===== src/rtl/keypad_scan_ctrl.sv =====
// keypad_scan_ctrl: 4x4 matrix keypad scanner with debounced press/release
// detection. Columns are driven active-low one at a time; rows are sampled
// once per column dwell at the divider's last count (the "sample point").
module keypad_scan_ctrl #(
    parameter int SCAN_DIV = 1000,
    parameter int DEB_CNT  = 4
) (
    input  logic        clk,
    input  logic        rst_n,
    input  logic        scan_en,
    input  logic [3:0]  row_in,
    output logic [3:0]  col_out,
    output logic [15:0] key_onehot,
    output logic        key_valid,
    output logic        key_held
);

    localparam int DIV_W = (SCAN_DIV > 1) ? $clog2(SCAN_DIV) : 1;
    localparam int DEB_W = $clog2(DEB_CNT + 1);
    localparam logic [DIV_W-1:0] DIV_LAST = DIV_W'(SCAN_DIV - 1);
    // The sample that enters DEBOUNCE/RELEASE is already match 1, so the
    // counter only has to reach DEB_CNT-2 on the following matches.
    localparam logic [DEB_W-1:0] DEB_LAST = DEB_W'(DEB_CNT - 2);

    typedef enum logic [1:0] {
        IDLE_SCAN,
        DEBOUNCE,
        PRESSED,
        RELEASE
    } state_t;

    state_t           state;
    logic [3:0]       row_meta;
    logic [3:0]       row_s;
    logic [DIV_W-1:0] div_cnt;
    logic [1:0]       col_idx;
    logic [DEB_W-1:0] deb_cnt;
    logic [3:0]       cap_row;
    logic             load_pend;

    logic scan_hold;
    logic sample_pt;
    logic one_low;
    logic all_high;
    logic row_match;

    function automatic logic exactly_one_low(input logic [3:0] r);
        logic [3:0] z;
        z = ~r;
        return (z != 4'b0000) && ((z & (z - 4'd1)) == 4'b0000);
    endfunction

    function automatic logic [1:0] low_index(input logic [3:0] r);
        logic [1:0] idx;
        idx = 2'd3;
        if (!r[0])      idx = 2'd0;
        else if (!r[1]) idx = 2'd1;
        else if (!r[2]) idx = 2'd2;
        return idx;
    endfunction

    // Decode of the current cycle: scanning paused, sample point, row shape
    always_comb begin
        scan_hold = (state == IDLE_SCAN) && !scan_en;
        sample_pt = (div_cnt == DIV_LAST) && !scan_hold;
        one_low   = exactly_one_low(row_s);
        all_high  = (row_s == 4'hF);
        row_match = (row_s == cap_row);
    end

    // Two-flop synchronizer for the asynchronous row inputs
    always_ff @(posedge clk or negedge rst_n) begin
        if (!rst_n) begin
            row_meta <= 4'hF;
            row_s    <= 4'hF;
        end else begin
            row_meta <= row_in;
            row_s    <= row_meta;
        end
    end

    // Column dwell divider; frozen while scanning is paused in IDLE_SCAN
    always_ff @(posedge clk or negedge rst_n) begin
        if (!rst_n) begin
            div_cnt <= '0;
        end else if (!scan_hold) begin
            if (div_cnt == DIV_LAST) div_cnt <= '0;
            else                     div_cnt <= div_cnt + 1'b1;
        end
    end

    // Scan/debounce FSM with registered column drive and key outputs
    always_ff @(posedge clk or negedge rst_n) begin
        if (!rst_n) begin
            state      <= IDLE_SCAN;
            col_idx    <= '0;
            deb_cnt    <= '0;
            cap_row    <= 4'hF;
            load_pend  <= 1'b0;
            col_out    <= 4'hF;
            key_onehot <= '0;
            key_valid  <= 1'b0;
            key_held   <= 1'b0;
        end else begin
            key_valid <= 1'b0;
            col_out   <= scan_hold ? 4'hF : ~(4'b0001 << col_idx);

            // Key outputs follow one edge after the FSM reaches PRESSED
            if (load_pend) begin
                load_pend  <= 1'b0;
                key_onehot <= 16'h0001 << {low_index(cap_row), col_idx};
                key_valid  <= 1'b1;
                key_held   <= 1'b1;
            end

            case (state)
                IDLE_SCAN: begin
                    if (sample_pt) begin
                        if (one_low) begin
                            cap_row <= row_s;
                            deb_cnt <= '0;
                            if (DEB_CNT == 1) begin
                                state     <= PRESSED;
                                load_pend <= 1'b1;
                            end else begin
                                state <= DEBOUNCE;
                            end
                        end else begin
                            col_idx <= col_idx + 2'd1;
                        end
                    end
                end
                DEBOUNCE: begin
                    if (sample_pt) begin
                        if (row_match) begin
                            if (deb_cnt == DEB_LAST) begin
                                state     <= PRESSED;
                                load_pend <= 1'b1;
                            end else begin
                                deb_cnt <= deb_cnt + 1'b1;
                            end
                        end else begin
                            state   <= IDLE_SCAN;
                            col_idx <= col_idx + 2'd1;
                        end
                    end
                end
                PRESSED: begin
                    if (sample_pt && all_high) begin
                        deb_cnt <= '0;
                        if (DEB_CNT == 1) begin
                            state    <= IDLE_SCAN;
                            key_held <= 1'b0;
                            col_idx  <= col_idx + 2'd1;
                        end else begin
                            state <= RELEASE;
                        end
                    end
                end
                RELEASE: begin
                    if (sample_pt) begin
                        if (all_high) begin
                            if (deb_cnt == DEB_LAST) begin
                                state    <= IDLE_SCAN;
                                key_held <= 1'b0;
                                col_idx  <= col_idx + 2'd1;
                            end else begin
                                deb_cnt <= deb_cnt + 1'b1;
                            end
                        end else begin
                            state <= PRESSED;
                        end
                    end
                end
                default: state <= IDLE_SCAN;
            endcase
        end
    end

endmodule

===== config.mk =====
export PLATFORM = sky130hd
export DESIGN_NAME = keypad_scan_ctrl
export DESIGN_NICKNAME = d
export VERILOG_FILES = /design/src/rtl/keypad_scan_ctrl.sv
export SDC_FILE = /design/constraint.sdc
export NUM_CORES = 1
export LEC_CHECK = 0
export CAP_MARGIN = 20
export CORE_MARGIN = 2
export CORE_UTILIZATION = 50
export CTS_BUF_LIST = sky130_fd_sc_hd__clkbuf_4 sky130_fd_sc_hd__clkbuf_8
export DETAILED_ROUTE_END_ITERATION = 8
export DONT_BUFFER_PORTS = 1
export HOLD_SLACK_MARGIN = 0.15
export SETUP_SLACK_MARGIN = 0.05
export SLEW_MARGIN = 0
export SYNTH_ARGS = -nofsm -noshare
export SYNTH_HDL_FRONTEND = slang
export SYNTH_SLANG_ARGS = --single-unit

===== constraint.sdc =====
create_clock -name clk -period 2.1 [get_ports clk]
set_input_delay 0.42 -clock clk [delete_from_list [all_inputs] [get_ports clk]]
set_output_delay 0.42 -clock clk [all_outputs]
set_load 0.02 [all_outputs]

==> images/congestion.png <==
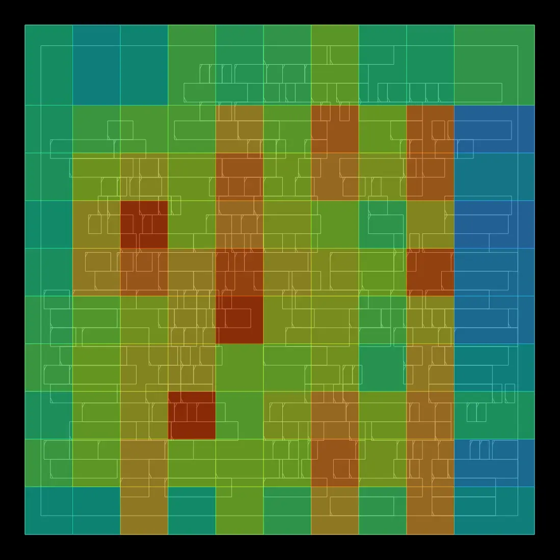
DR WL/cell: 15.23 µm
gr usage total: 17.39%
final core occ: 56.61%

==> images/sizes.png <==
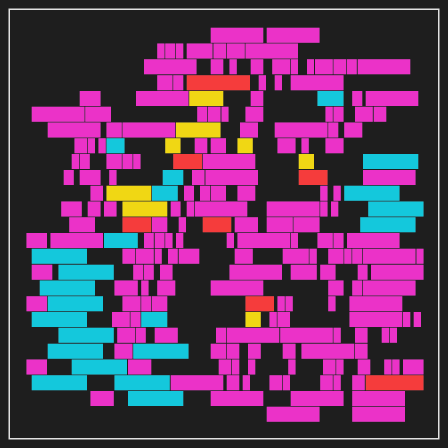
| size | colour | cells |
|---|---|---|
| _6 and larger | red | 7 |
| _2 cells | cyan | 22 |
| _3 and _4 cells | yellow | 8 |
| _0 and _1 cells | magenta | 188 |
Final WS setup: 0.2078 ns
Non-clk bufs: 8
P&R area growth vs syn: 9.320%
post-route cell area: 2656 µm²

==> results.py <==
# Flow results
metrics = {
    "floorplanning": {
        "core_um2": 4692,
        "taps": 54,
        "die_h_um": 73.71,
        "initCoreUtil_pct": 51.79,
    },
    "placement": {
        "place.gp.congestion": 0.7762,
        "place_ws_ns": 0.2013,
    },
    "layout": {
        "nets": 238,
        "seq_share_pct": 49.74,
        "layout.cells.non_filler": 279,
        "largestClassByArea": "registers",
        "layout_top_cell": "dfrtp_1",
        "nClkBuffers": 7,
        "clk_share_pct": 4.286,
        "antenna_cells": 0,
        "logic_gates": 133,
        "fillerInstances": 432,
        "comb_area_share_pct": 36.55,
        "drive_above_1_share_pct": 16.44,
        "flops": 52,
    },
    "final_timing": {
        "fmax_mhz": 528.5,
        "relSlewSlack_pct": 52.09,
        "worstMarginPinSlew_ns": 0.7187,
        "clock_skew_ns": 0.01069,
    },
    "yosys": {
        "ys_sh_xor_pct": 4.995,
        "avgSynthCellArea_um2": 11.04,
        "async_reset_ff_share_pct": 100.0,
        "synth_cell_type_count": 43,
        "simple_gate_share_pct": 16.94,
        "ys_seq_share_pct": 54.38,
        "largest_area_cell": "dfrtp_1",
        "synth_adder_area_share_pct": 3.605,
        "edf_count": 0,
        "syn-instance-count": 220,
        "fp_nets": 234,
        "yosys-stat-cells": 220,
    },
    "cts": {
        "cts_buffers": 5,
        "cts_root_buffer": "clkbuf_8",
        "clk_pin_slew_ns": 0.09,
    },
    "min_path": {
        "min_from": "scan_en",
        "whs_endpoint": "div_cnt[1]",
        "holdPathStages": 3,
    },
    "worst_setup_path": {
        "crit_end": "col_idx[1]",
        "arrival_ns": 2.08,
        "cp-start-kind": "register",
        "reg2reg_slack_ns": 0.21,
    },
    "global_route": {
        "antenna_found_initial": 0,
        "globalRouteOverflowTotal": 0,
        "grt_pass1_wl_um": 7272,
    },
    "outcome": {
        "outcome": "finished clean",
    },
    "pwr": {
        "powerDensity_nw_per_um2": 744.9,
        "sw_frac_of_total_pct": 23.12,
    },
}
[Yosys cell counts, types with 2 or more instances]
library cell and instances:
o21ai_1 2, or3_1 3, mux2i_1 3, xnor2_1 5
nand3b_1 6, a21o_1 3, nand4_1 4, o211ai_1 2
nor2_1 9, nand3_1 8, nand2_1 15, nor3_2 2
buf_2 3, nor3_1 4, mux2_1 5, o21ai_0 7
ha_1 7, a21oi_1 5, nand2b_1 3, inv_1 24
o22ai_1 12, dfrtp_1 36, xor2_1 7, and4_1 2
nor2b_1 3, dfstp_2 16, buf_4 2, buf_6 2
nor4_1 2, clkbuf_1 4, nor4_4 2
[cell families after synthesis]
kind of cell,after synthesis
fa+ha+maj,7
xor+xnor,13
simple gates,68
mux,8
compound gates,37
flops,52
buf+inv,35
[worst max-delay path, cell delays in order (launching register included)]
cell and delay (ns):
dfstp_2 0.63, xnor2_1 0.10, a211oi_2 0.28, nor3_1 0.08, o311a_1 0.38, mux2_1 0.32
[flip-flops by register name, summed over array words and instances, names as in the netlist]
| signal | cells |
|---|---|
| cap_row | 4 |
| div_cnt | 10 |
| col_out | 4 |
| row_s | 4 |
| col_idx | 2 |
| state | 2 |
| load_pend | 1 |
| key_held | 1 |
| key_valid | 1 |
| row_meta | 4 |
| deb_cnt | 3 |
| key_onehot | 16 |
[power groups by stage]
stage	Sequential (W)	Clock (W)	Combinational, W
2_1_floorplan	0.00114	0	0.000115
3_3_place_gp	0.00116	0	0.000111
3_5_place_dp	0.00116	0	0.000117
4_1_cts	0.00114	0.000704	0.000152
5_1_grt	0.00116	0.000749	0.000174
6_report	0.00114	0.000684	0.000152
[layer usage]
metal,up-vias,share of wire [%],GRT usage (%)
li1,756,-,-
met2,41,48,27.28
met4,0,1.5,6.667
met3,6,4.5,5.213
met5,-,0,0
met1,748,46,22.60
No activity file was given, so power comes from the tool's default toggle rates.
